## src/rtl/regfile_wb.sv

```systemverilog
// Dual register file (integer + floating point) with a single write-back port,
// combinational reads with write-through bypass, and a saturating write counter.
module regfile_wb #(
    parameter int DATA_W = 32,
    parameter int ADDR_W = 5
) (
    input  logic              clk,
    input  logic              rst_n,
    input  logic              regwr,
    input  logic [ADDR_W-1:0] rw,
    input  logic [DATA_W-1:0] busW,
    input  logic [1:0]        fpoint,
    input  logic [ADDR_W-1:0] ra,
    input  logic [ADDR_W-1:0] rb,
    output logic [DATA_W-1:0] busA,
    output logic [DATA_W-1:0] busB,
    input  logic [ADDR_W-1:0] fa,
    input  logic [ADDR_W-1:0] fb,
    output logic [DATA_W-1:0] fbusA,
    output logic [DATA_W-1:0] fbusB,
    output logic [15:0]       wr_count
);

    localparam int DEPTH = 2 ** ADDR_W;

    logic [DATA_W-1:0] ireg_q [DEPTH];
    logic [DATA_W-1:0] ireg_d [DEPTH];
    logic [DATA_W-1:0] freg_q [DEPTH];
    logic [DATA_W-1:0] freg_d [DEPTH];
    logic [15:0]       wr_count_q;
    logic [15:0]       wr_count_d;

    logic              fp_sel_s;
    logic              fpoint_unused_s;
    logic              int_wr_s;
    logic              fp_wr_s;
    logic              eff_wr_s;
    logic [DATA_W-1:0] busa_s;
    logic [DATA_W-1:0] busb_s;
    logic [DATA_W-1:0] fbusa_s;
    logic [DATA_W-1:0] fbusb_s;

    // Only bit0 of fpoint selects the file; bit1 is carried but has no effect.
    assign fp_sel_s        = fpoint[0];
    assign fpoint_unused_s = fpoint[1];

    // Decode which file (if any) takes an effective write this cycle.
    always_comb begin
        int_wr_s = 1'b0;
        fp_wr_s  = 1'b0;
        if (regwr) begin
            if (fp_sel_s) begin
                fp_wr_s = 1'b1;
            end else begin
                int_wr_s = (rw != {ADDR_W{1'b0}});
            end
        end else begin
            int_wr_s = 1'b0;
            fp_wr_s  = 1'b0;
        end
        eff_wr_s = int_wr_s | fp_wr_s;
    end

    // Next-state for both arrays and the saturating write counter.
    always_comb begin
        ireg_d     = ireg_q;
        freg_d     = freg_q;
        wr_count_d = wr_count_q;
        if (int_wr_s) begin
            ireg_d[rw] = busW;
        end else if (fp_wr_s) begin
            freg_d[rw] = busW;
        end else begin
            ireg_d = ireg_q;
        end
        if (eff_wr_s && (wr_count_q != 16'hFFFF)) begin
            wr_count_d = wr_count_q + 16'd1;
        end else begin
            wr_count_d = wr_count_q;
        end
    end

    // Storage and counter; reset clears every entry asynchronously.
    always_ff @(posedge clk or negedge rst_n) begin
        if (!rst_n) begin
            for (int i = 0; i < DEPTH; i++) begin
                ireg_q[i] <= {DATA_W{1'b0}};
                freg_q[i] <= {DATA_W{1'b0}};
            end
            wr_count_q <= 16'd0;
        end else begin
            ireg_q     <= ireg_d;
            freg_q     <= freg_d;
            wr_count_q <= wr_count_d;
        end
    end

    // Read port mux: an effective write to the same index wins over storage.
    always_comb begin
        busa_s  = ireg_q[ra];
        busb_s  = ireg_q[rb];
        fbusa_s = freg_q[fa];
        fbusb_s = freg_q[fb];
        if (int_wr_s && (rw == ra)) begin
            busa_s = busW;
        end else begin
            busa_s = ireg_q[ra];
        end
        if (int_wr_s && (rw == rb)) begin
            busb_s = busW;
        end else begin
            busb_s = ireg_q[rb];
        end
        if (fp_wr_s && (rw == fa)) begin
            fbusa_s = busW;
        end else begin
            fbusa_s = freg_q[fa];
        end
        if (fp_wr_s && (rw == fb)) begin
            fbusb_s = busW;
        end else begin
            fbusb_s = freg_q[fb];
        end
    end

    // Reads are zero-latency; while in reset they are forced to zero so a
    // pending bypass cannot leak through.
    assign busA     = rst_n ? busa_s  : {DATA_W{1'b0}};
    assign busB     = rst_n ? busb_s  : {DATA_W{1'b0}};
    assign fbusA    = rst_n ? fbusa_s : {DATA_W{1'b0}};
    assign fbusB    = rst_n ? fbusb_s : {DATA_W{1'b0}};
    assign wr_count = wr_count_q;

endmodule
```

## config.mk

```make
export PLATFORM = sky130hd
export DESIGN_NAME = regfile_wb
export DESIGN_NICKNAME = d
export VERILOG_FILES = /design/src/rtl/regfile_wb.sv
export SDC_FILE = /design/constraint.sdc
export NUM_CORES = 2
export LEC_CHECK = 0
export CORE_MARGIN = 3
export CORE_UTILIZATION = 55
export DETAILED_ROUTE_END_ITERATION = 8
export HOLD_SLACK_MARGIN = 0.03
export MAX_ROUTING_LAYER = met4
export PLACE_DENSITY = 0.83
export REMOVE_ABC_BUFFERS = 1
export SLEW_MARGIN = 0
export SYNTH_ARGS = -nofsm -noshare
export SYNTH_HDL_FRONTEND = slang
export SYNTH_SLANG_ARGS = --single-unit
```

## constraint.sdc

```tcl
create_clock -name clk -period 2.13 [get_ports clk]
set_input_delay 0.213 -clock clk [delete_from_list [all_inputs] [get_ports clk]]
set_output_delay 0.213 -clock clk [all_outputs]
set_load 0.005 [all_outputs]
```

Fig. 1: supply network
Scale bar: 100 um. Pins as bars on the die edge. Tap cells in grey.
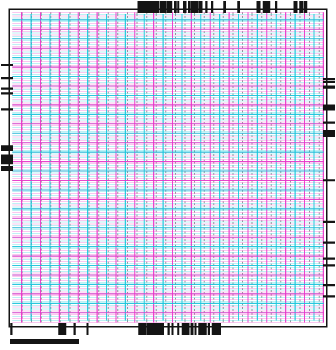
colour	net
cyan	VDD
magenta	VSS
met4 straps	33
rows	164
signal pins	206
met1 rails	165

Fig. 2: signal wires by layer
Scale bar: 100 um. Only two layers are drawn.
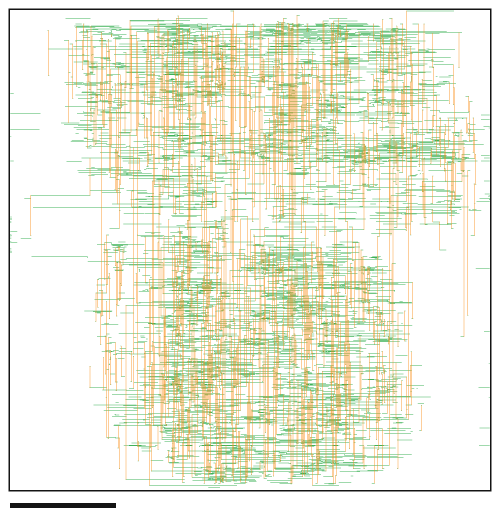
colour	layer	wire length
green	M3	48.6 mm
orange	M4	41.2 mm

Fig. 3: clock nets
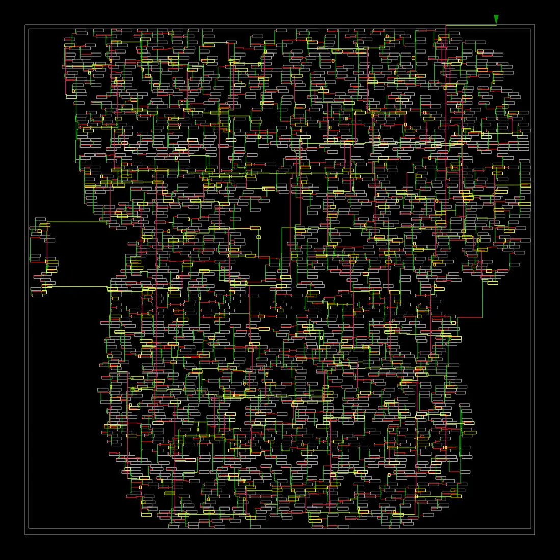
Setup Skew: 11.2 ps
flip-flops: 2064
clock-net power: 41.0 mW
Worst-Skew Late Latency: 880 ps

==> results.cfg <==
; implementation run metrics
[yosys]
yosysChipArea_mm2 = 0.111
avgSynthCellArea_um2 = 15.2
ff_type = dfrtp_1
syn_inst = 7286

[sta]
setup_viol = 128
timing.hold.ws_ps = 124
layout_setup_ws_ps = -1160
slew_headroom_pct = 23.8
hold_viol = 0

[status]
status = finished with violations
violations = negative setup slack

[worst_setup_path]
cp-startpoint = ireg_q[537]$_DFFE_PN0P_
start_kind = register
r2r_setup_slack_ps = 180
r2r-start = wr_count[0]$_DFFE_PN0P_
critPathMaxFanout = 2

[routing]
drc_errors = 0
viasPerCell = 7.24

[pwr]
seq_power_share_pct = 42.8
power.total_mw = 113
p_int_mw = 81.7
sw_frac_of_total_pct = 27.9

[cells_and_area]
area_growth_pct = 24.0
num-nets-final = 8374

[die]
die-area_mm2 = 0.207

[clock_network]
cts_buffer_depth = 3

[flow_run]
cap_violations = 0
Fig. 4: cells coloured by class
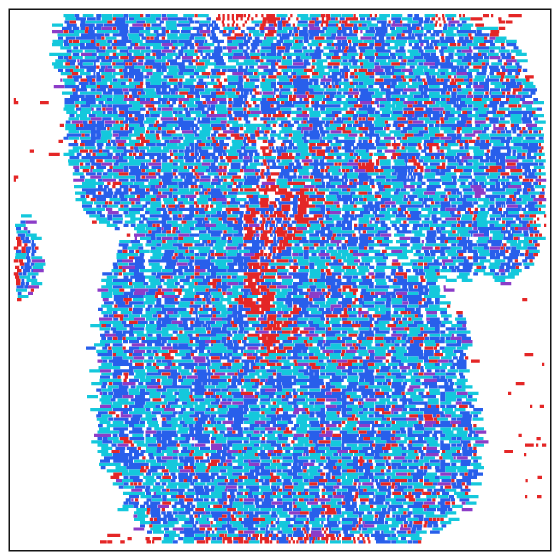
colour	class	cells
purple	clock drivers and dummy loads	406
red	remaining buffers and delay cells	1663
cyan	registers	2064
blue	remaining logic cells	4365

Fig. 5: routed clock nets over the placement
Scale bar: 100 um.
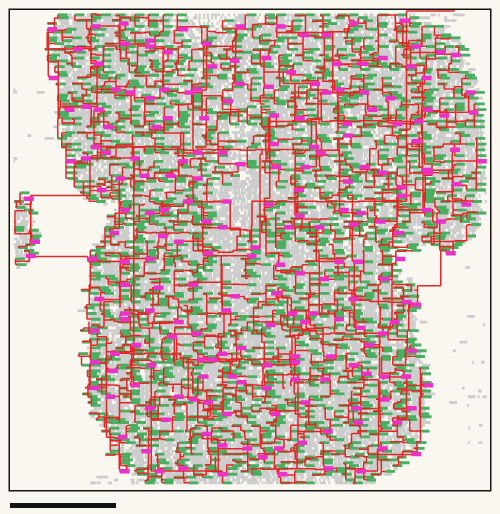
[green] flip-flops | count: 2064
[magenta] clock-net drivers | count: 217
[red] clock wires | length: 25.7 mm
routed clock nets	218
flops lie	spread over the die

-- per-stage QoR --
stage          cell area (um2)  cells
2_1_floorplan           107000   6429
5_1_grt                 137000  11200
6_report                137000  11200
3_3_place_gp            126000  10600
3_5_place_dp            126000  10600
4_1_cts                 136000  11100
-- per-layer routing --
| layer | vias up | track usage [%] | part of all wire (%) |
|---|---|---|---|
| met1 | 41700 | 45.2 | 33 |
| met3 | 2268 | 11.7 | 12 |
| met2 | 6397 | 55.5 | 44 |
| met4 | 0 | 32.4 | 10 |
| met5 | - | - | 0 |
| li1 | 30500 | - | - |
-- synth_stat cells, drive strengths merged, types with 13 or more instances --
| cell type | count | area, um2 |
|---|---|---|
| a22o | 31 | 272 |
| a221oi | 90 | 788 |
| a21oi | 122 | 611 |
| nor3 | 53 | 280 |
| a211oi | 68 | 510 |
| o21ai | 103 | 515 |
| nor2 | 41 | 154 |
| nor2b | 18 | 113 |
| a221o | 45 | 450 |
| mux2 | 2042 | 23000 |
| clkbuf | 431 | 1620 |
| nand2b | 13 | 81.3 |
| xnor2 | 19 | 166 |
| nor3b | 18 | 150 |
| buf | 426 | 2240 |
| xor2 | 14 | 123 |
| o31ai | 32 | 240 |
| o22ai | 25 | 156 |
| dfrtp | 2064 | 51600 |
| nand2 | 133 | 499 |
| a31oi | 53 | 332 |
| and2 | 22 | 138 |
| mux4 | 1021 | 23000 |
| a22oi | 51 | 383 |
| mux2i | 285 | 2850 |
-- power groups by stage --
| stage | combinational [mW] | sequential [mW] | clock [mW] |
|---|---|---|---|
| 2_1_floorplan | 11.6 | 47.4 | 0 |
| 3_3_place_gp | 20.5 | 48.2 | 0 |
| 3_5_place_dp | 21.3 | 48.7 | 0 |
| 4_1_cts | 22.7 | 48.2 | 41.0 |
| 5_1_grt | 24.7 | 49.0 | 42.6 |
| 6_report | 23.8 | 48.5 | 41.0 |
-- registers in the layout, indices dropped and copies added (netlist names) --
register  count
wr_count     16
ireg_q     1024
freg_q     1024
-- layout by cell type (no fill, tap or decap), drive strengths merged, types with 90 or more instances in the layout --
| master | count |
|---|---|
| a21oi | 122 |
| a221oi | 90 |
| buf | 1607 |
| clkbuf | 314 |
| dfrtp | 2064 |
| mux2 | 2042 |
| mux2i | 285 |
| mux4 | 1021 |
| nand2 | 133 |
| o21ai | 103 |
-- repair_timing --
item                                    4_1_cts  5_1_grt
gates resized                               977      148
hold buffers                                 31        0
setup buffers                               101       27
hold endpoints to repair                   1391        0
endpoints found under the setup margin      128      135
pin swaps                                   249       94
cloned                                        1        0
-- kinds of logic after synthesis --
kind of cell | synth area share [%]
flops | 46.6
mux | 44.1
fa+ha+maj | 0.0113
simple gates | 1.52
compound gates | 4.00
xor+xnor | 0.261
buf+inv | 3.51
-- area by class of cell --
class                   instances  area, um2  area share, %
clock inverters                94       1360          0.992
inverters                       9       35.0         0.0255
multi-input cells            4356      58000           42.2
repair buffers               1663      16700           12.1
clock buffers                 312       6350           4.62
well taps                    2656       3320           2.42
diodes                         22       55.1         0.0401
flip-flops and latches       2064      51600           37.6
-- critical path, delay by kind of cell, from the launching register on --
kind	cells	cell delay, ps
buf+inv	2	300
compound gates	2	350
mux	2	1110
flops	1	390
No activity file was given, so power comes from the tool's default toggle rates.
